### M1 wires

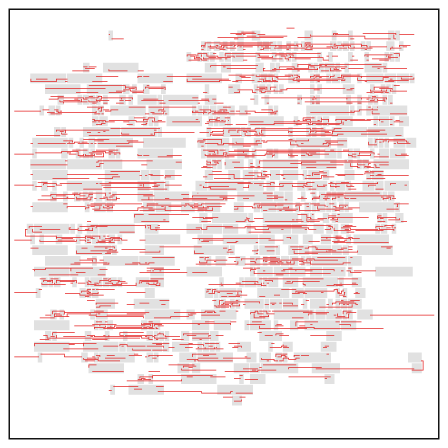
### The metal 2 layer

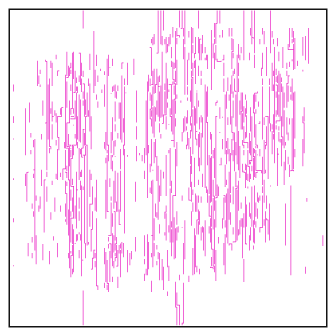
### M3 wires

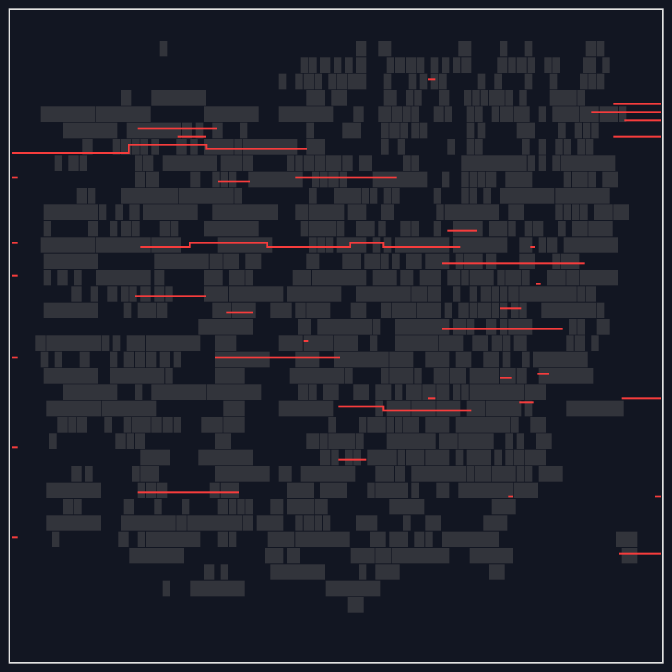
**src/rtl/uart_tx_fifo.sv**
```systemverilog
// Byte FIFO feeding a UART transmitter: 8N1 by default, 8E1 when UART_TX_PARITY_EN is defined.
// Every output is a register or a decode of registers.
module uart_tx_fifo #(
    parameter int FIFO_DEPTH = 4
) (
    input  logic        clk,
    input  logic        reset,
    input  logic        wr_en,
    input  logic [7:0]  wr_data,
    input  logic [15:0] baud_div,
    output logic        full,
    output logic        busy,
    output logic        overrun,
    output logic        uart_out,
    output logic        uart_stop
);
    localparam int PW = (FIFO_DEPTH > 1) ? $clog2(FIFO_DEPTH) : 1;
    localparam int CW = PW + 1;
    localparam logic [CW-1:0] DEPTH_C  = CW'(FIFO_DEPTH);
    localparam logic [CW-1:0] CNT_ZERO = CW'(0);
    localparam logic [CW-1:0] CNT_ONE  = CW'(1);
    localparam logic [PW-1:0] PTR_ONE  = PW'(1);

    typedef enum logic [2:0] {
        S_IDLE   = 3'd0,
        S_START  = 3'd1,
        S_DATA   = 3'd2,
`ifdef UART_TX_PARITY_EN
        S_PARITY = 3'd3,
`endif
        S_STOP   = 3'd4
    } state_t;

    state_t        r_state;
    logic [7:0]    r_mem [FIFO_DEPTH];
    logic [PW-1:0] r_wr_ptr;
    logic [PW-1:0] r_rd_ptr;
    logic [CW-1:0] r_count;
    logic [7:0]    r_shift;
    logic [2:0]    r_bit_cnt;
    logic [15:0]   r_baud_cnt;
    logic          r_overrun;
    logic          r_uart_out;
    logic          r_uart_stop;
`ifdef UART_TX_PARITY_EN
    logic          r_parity;
`endif

    state_t        w_state_nx;
    logic [15:0]   w_baud_nx;
    logic [7:0]    w_shift_nx;
    logic [2:0]    w_bit_nx;
    logic          w_out_nx;
    logic          w_stop_nx;
    logic          w_full;
    logic          w_wr_acc;
    logic          w_pop;
    logic          w_bit_end;
    logic [15:0]   w_baud_load;

    assign w_full      = (r_count == DEPTH_C);
    assign w_wr_acc    = wr_en & ~w_full;
    assign w_pop       = (r_state == S_IDLE) && (r_count != CNT_ZERO);
    assign w_bit_end   = (r_baud_cnt == 16'd0);
    // baud_div of zero behaves as one cycle per bit
    assign w_baud_load = (baud_div == 16'd0) ? 16'd0 : (baud_div - 16'd1);

    assign full      = w_full;
    assign busy      = (r_state != S_IDLE) || (r_count != CNT_ZERO);
    assign overrun   = r_overrun;
    assign uart_out  = r_uart_out;
    assign uart_stop = r_uart_stop;

    // Next-state, bit timing and next serial line value
    always_comb begin
        w_state_nx = r_state;
        w_baud_nx  = r_baud_cnt;
        w_shift_nx = r_shift;
        w_bit_nx   = r_bit_cnt;
        w_out_nx   = 1'b1;
        w_stop_nx  = 1'b0;
        case (r_state)
            S_IDLE: begin
                if (w_pop) begin
                    w_state_nx = S_START;
                    w_baud_nx  = w_baud_load;
                    w_shift_nx = r_mem[r_rd_ptr];
                    w_bit_nx   = 3'd7;
                end else begin
                    w_baud_nx  = 16'd0;
                end
            end
            S_START: begin
                if (w_bit_end) begin
                    w_state_nx = S_DATA;
                    w_baud_nx  = w_baud_load;
                end else begin
                    w_baud_nx  = r_baud_cnt - 16'd1;
                end
            end
            S_DATA: begin
                if (w_bit_end) begin
                    w_baud_nx = w_baud_load;
                    if (r_bit_cnt == 3'd0) begin
`ifdef UART_TX_PARITY_EN
                        w_state_nx = S_PARITY;
`else
                        w_state_nx = S_STOP;
`endif
                    end else begin
                        w_bit_nx   = r_bit_cnt - 3'd1;
                        w_shift_nx = {1'b0, r_shift[7:1]};
                    end
                end else begin
                    w_baud_nx = r_baud_cnt - 16'd1;
                end
            end
`ifdef UART_TX_PARITY_EN
            S_PARITY: begin
                if (w_bit_end) begin
                    w_state_nx = S_STOP;
                    w_baud_nx  = w_baud_load;
                end else begin
                    w_baud_nx  = r_baud_cnt - 16'd1;
                end
            end
`endif
            S_STOP: begin
                if (w_bit_end) begin
                    w_state_nx = S_IDLE;
                    w_baud_nx  = 16'd0;
                end else begin
                    w_baud_nx  = r_baud_cnt - 16'd1;
                end
            end
            default: begin
                w_state_nx = S_IDLE;
                w_baud_nx  = 16'd0;
            end
        endcase

        case (w_state_nx)
            S_START:  w_out_nx = 1'b0;
            S_DATA:   w_out_nx = w_shift_nx[0];
`ifdef UART_TX_PARITY_EN
            S_PARITY: w_out_nx = r_parity;
`endif
            default:  w_out_nx = 1'b1;
        endcase
        // The pulse is registered, so it is raised on entry to the last stop cycle
        w_stop_nx = (w_state_nx == S_STOP) && (w_baud_nx == 16'd0);
    end

    // Transmitter state and registered line outputs
    always_ff @(posedge clk or posedge reset) begin
        if (reset) begin
            r_state     <= S_IDLE;
            r_baud_cnt  <= 16'd0;
            r_shift     <= 8'd0;
            r_bit_cnt   <= 3'd0;
            r_uart_out  <= 1'b1;
            r_uart_stop <= 1'b0;
        end else begin
            r_state     <= w_state_nx;
            r_baud_cnt  <= w_baud_nx;
            r_shift     <= w_shift_nx;
            r_bit_cnt   <= w_bit_nx;
            r_uart_out  <= w_out_nx;
            r_uart_stop <= w_stop_nx;
        end
    end

`ifdef UART_TX_PARITY_EN
    // Even parity of the byte captured at pop time
    always_ff @(posedge clk or posedge reset) begin
        if (reset) begin
            r_parity <= 1'b0;
        end else if (w_pop) begin
            r_parity <= ^r_mem[r_rd_ptr];
        end else begin
            r_parity <= r_parity;
        end
    end
`endif

    // FIFO storage, pointers, occupancy and sticky overrun
    always_ff @(posedge clk or posedge reset) begin
        if (reset) begin
            for (int i = 0; i < FIFO_DEPTH; i++) begin
                r_mem[i] <= 8'd0;
            end
            r_wr_ptr  <= '0;
            r_rd_ptr  <= '0;
            r_count   <= CNT_ZERO;
            r_overrun <= 1'b0;
        end else begin
            if (w_wr_acc) begin
                r_mem[r_wr_ptr] <= wr_data;
                r_wr_ptr        <= r_wr_ptr + PTR_ONE;
            end
            if (w_pop) begin
                r_rd_ptr <= r_rd_ptr + PTR_ONE;
            end
            case ({w_wr_acc, w_pop})
                2'b10:   r_count <= r_count + CNT_ONE;
                2'b01:   r_count <= r_count - CNT_ONE;
                default: r_count <= r_count;
            endcase
            r_overrun <= r_overrun | (wr_en & w_full);
        end
    end
endmodule
```
**config.mk**
```make
export PLATFORM = sky130hd
export DESIGN_NAME = uart_tx_fifo
export DESIGN_NICKNAME = d
export VERILOG_FILES = /design/src/rtl/uart_tx_fifo.sv
export SDC_FILE = /design/constraint.sdc
export NUM_CORES = 1
export LEC_CHECK = 0
export ABC_AREA = 1
export CORE_MARGIN = 4
export CORE_UTILIZATION = 40
export DETAILED_ROUTE_END_ITERATION = 10
export DONT_BUFFER_PORTS = 1
export PLACE_DENSITY = 0.57
export SETUP_SLACK_MARGIN = 0.5
export SLEW_MARGIN = 20
export SYNTH_ARGS = -nofsm -noshare
export SYNTH_HDL_FRONTEND = slang
export SYNTH_SLANG_ARGS = --single-unit
```
**constraint.sdc**
```tcl
create_clock -name clk -period 2.1 [get_ports clk]
set_input_delay 0.315 -clock clk [delete_from_list [all_inputs] [get_ports clk]]
set_output_delay 0.315 -clock clk [all_outputs]
set_load 0.02 [all_outputs]
```
==> flow_metrics.tcl <==
# place-and-route summary
set metrics [dict create \
    run_status "complete, no violations" \
    totalWireLength_um 9953 \
    final_layout_size_suffix_gt1_frac 0.2321 \
    netlist_top_cells_count "sky130_fd_sc_hd__nand2_1 (141), sky130_fd_sc_hd__dfrtp_1 (71), sky130_fd_sc_hd__inv_1 (61)" \
    worstSetupPathType "reg2reg" \
    critPathMostFrequentCell "sky130_fd_sc_hd__nor2_4" \
    synth-main-ff-cell "sky130_fd_sc_hd__dfrtp_1" \
    power.internal_mw 3.844 \
    power.group.top "combinational logic" \
    numSynthFlops 72 \
    cap_viol_max_count 0 \
    non_clock_inverter_count 66 \
    cts_setup_buffers 21 \
    regToRegSetupSlack_ns 0.22 \
    grt_util_met2 0.2851 \
    min_delay_path_depth 1 \
    globalRouteOverflowTotal 0 \
    final_min_period_over_clock_period 0.8940 \
    gpl.final_weighted_congestion 0.8592 \
    final_setup_vio_count 0 \
    synth_simple_gate_area_share 0.2784 \
    layout.nets 607 \
    synth.comb.largest_family "simple AND/OR/NAND/NOR gates" \
    place_hpwl_um 6957 \
    post_cts.resized_instances 34 \
    critical_path.n_buffers_inverters 6 \
    area_share_clock_buf_inv 0.04321 \
    post-place-ws_ns 0.04958 \
    post_synth_num_cell_types 39 \
    critical_path.startpoint "r_baud_cnt[0]" \
    regToRegStartpoint "r_baud_cnt[0]" \
    synthXorXnorAreaFrac 0.03473 \
    grt_first_pass_wirelength_um 16240 \
    hold-worst-slack_ns 0.07715 \
    leakage_nw 2.389 \
    place.detailed.instances 657 \
    rr_endpoint "uart_out" \
    dieWidth_um 108.4 \
    worst_path_dominant_cell_family "buffers and inverters" \
    worst_hold_startpoint "wr_en" \
    grt_antenna_before_repair 0 \
    fraction_of_area_in_multi_input_gates 0.4321 \
    ys_seq_frac 0.4468 \
    grt_use_met1 0.2361 \
    synthCells 522 \
    multi_input_comb_cells 374 \
    worst_setup_slack_final_ns 0.2227 \
    p_sw_mw 2.627 \
    floorplan.die_area_um2 11760 \
    boundaryPins 32 \
    slew_headroom 0.5383 \
    routedWlPerCell_um 14.10 \
    floorplan.core_area_um2 9819 \
    final_max_slew_violation_tally 0 \
    cts_sinks 72 \
    worstSetupEndpointType "flop" \
    power_density_nw_per_um2 1284 \
    route.antenna.remaining_nets 0 \
    layout_area_growth_over_synthesis_pct 24.87 \
    cell_count_of_the_worst_reg_to_reg_path 14 \
    yosysCellCount 522 \
    row_count 36 \
    finalCriticalPeriod_ns 1.877 \
    cpMaxStageDelayCell "sky130_fd_sc_hd__dfrtp_1" \
    clock_tree.buffer_depth 2 \
    critical_path.max_stage_delay_ns 0.38 \
    synth_area_per_cell_um2 7.730 \
    comb_power_mw 2.80 \
    mappedNetlistNets 560 \
    compound_area_frac 0.1302 \
    via_per_inst 5.017 \
    maximum_number_of_pins_on_one_net_before_global_route_repair 45 \
    design.seq.count 72 \
    cts_tree "yes" \
    grt_pass1_vias 3436 \
    openroad.warnings 34 \
    synthMuxAreaShare 0 \
    holdBufCountCts 1 \
    worst_hold_path_class "in2reg" \
    globalRoute.busiestLayer "met2" \
]
About 'M1 wires':
- nets with wire on the layer: 576
- wire length on this layer: 4560 um

About 'The metal 2 layer':
- wire length on this layer: 4910 um
- main direction: vertical

About 'M3 wires':
- share of all routed wire: 3.4%
- wire length on this layer: 334 um
- nets with wire on the layer: 28

layout by cell type, fill, tap and decap left out, types with 2 or more instances in the layout:
cell type / count
sky130_fd_sc_hd__bufinv_16: 2
sky130_fd_sc_hd__nor2_2: 9
sky130_fd_sc_hd__nand2_4: 5
sky130_fd_sc_hd__nor3_4: 3
sky130_fd_sc_hd__nand2_2: 8
sky130_fd_sc_hd__o21ai_1: 4
sky130_fd_sc_hd__inv_2: 8
sky130_fd_sc_hd__clkinvlp_4: 2
sky130_fd_sc_hd__nand3_1: 28
sky130_fd_sc_hd__dfrtp_1: 68
sky130_fd_sc_hd__buf_4: 32
sky130_fd_sc_hd__clkinv_4: 2
sky130_fd_sc_hd__nand4_1: 6
sky130_fd_sc_hd__nor2_4: 14
sky130_fd_sc_hd__nand3_2: 4
sky130_fd_sc_hd__o21bai_1: 2
sky130_fd_sc_hd__nor2_1: 45
sky130_fd_sc_hd__clkbuf_8: 9
sky130_fd_sc_hd__buf_6: 11
sky130_fd_sc_hd__dfrtp_2: 3
sky130_fd_sc_hd__nand2_1: 132
sky130_fd_sc_hd__o21ai_2: 3
sky130_fd_sc_hd__o211ai_1: 2
sky130_fd_sc_hd__buf_12: 2
sky130_fd_sc_hd__a221oi_1: 5
sky130_fd_sc_hd__o22ai_2: 3
sky130_fd_sc_hd__xor2_1: 12
sky130_fd_sc_hd__a31oi_1: 2
sky130_fd_sc_hd__o21ai_0: 39
sky130_fd_sc_hd__a21oi_2: 2
sky130_fd_sc_hd__clkinv_1: 3
sky130_fd_sc_hd__a21oi_1: 16
sky130_fd_sc_hd__a221o_1: 5
sky130_fd_sc_hd__ha_1: 8
sky130_fd_sc_hd__inv_4: 2
sky130_fd_sc_hd__inv_1: 52
sky130_fd_sc_hd__xnor2_1: 4
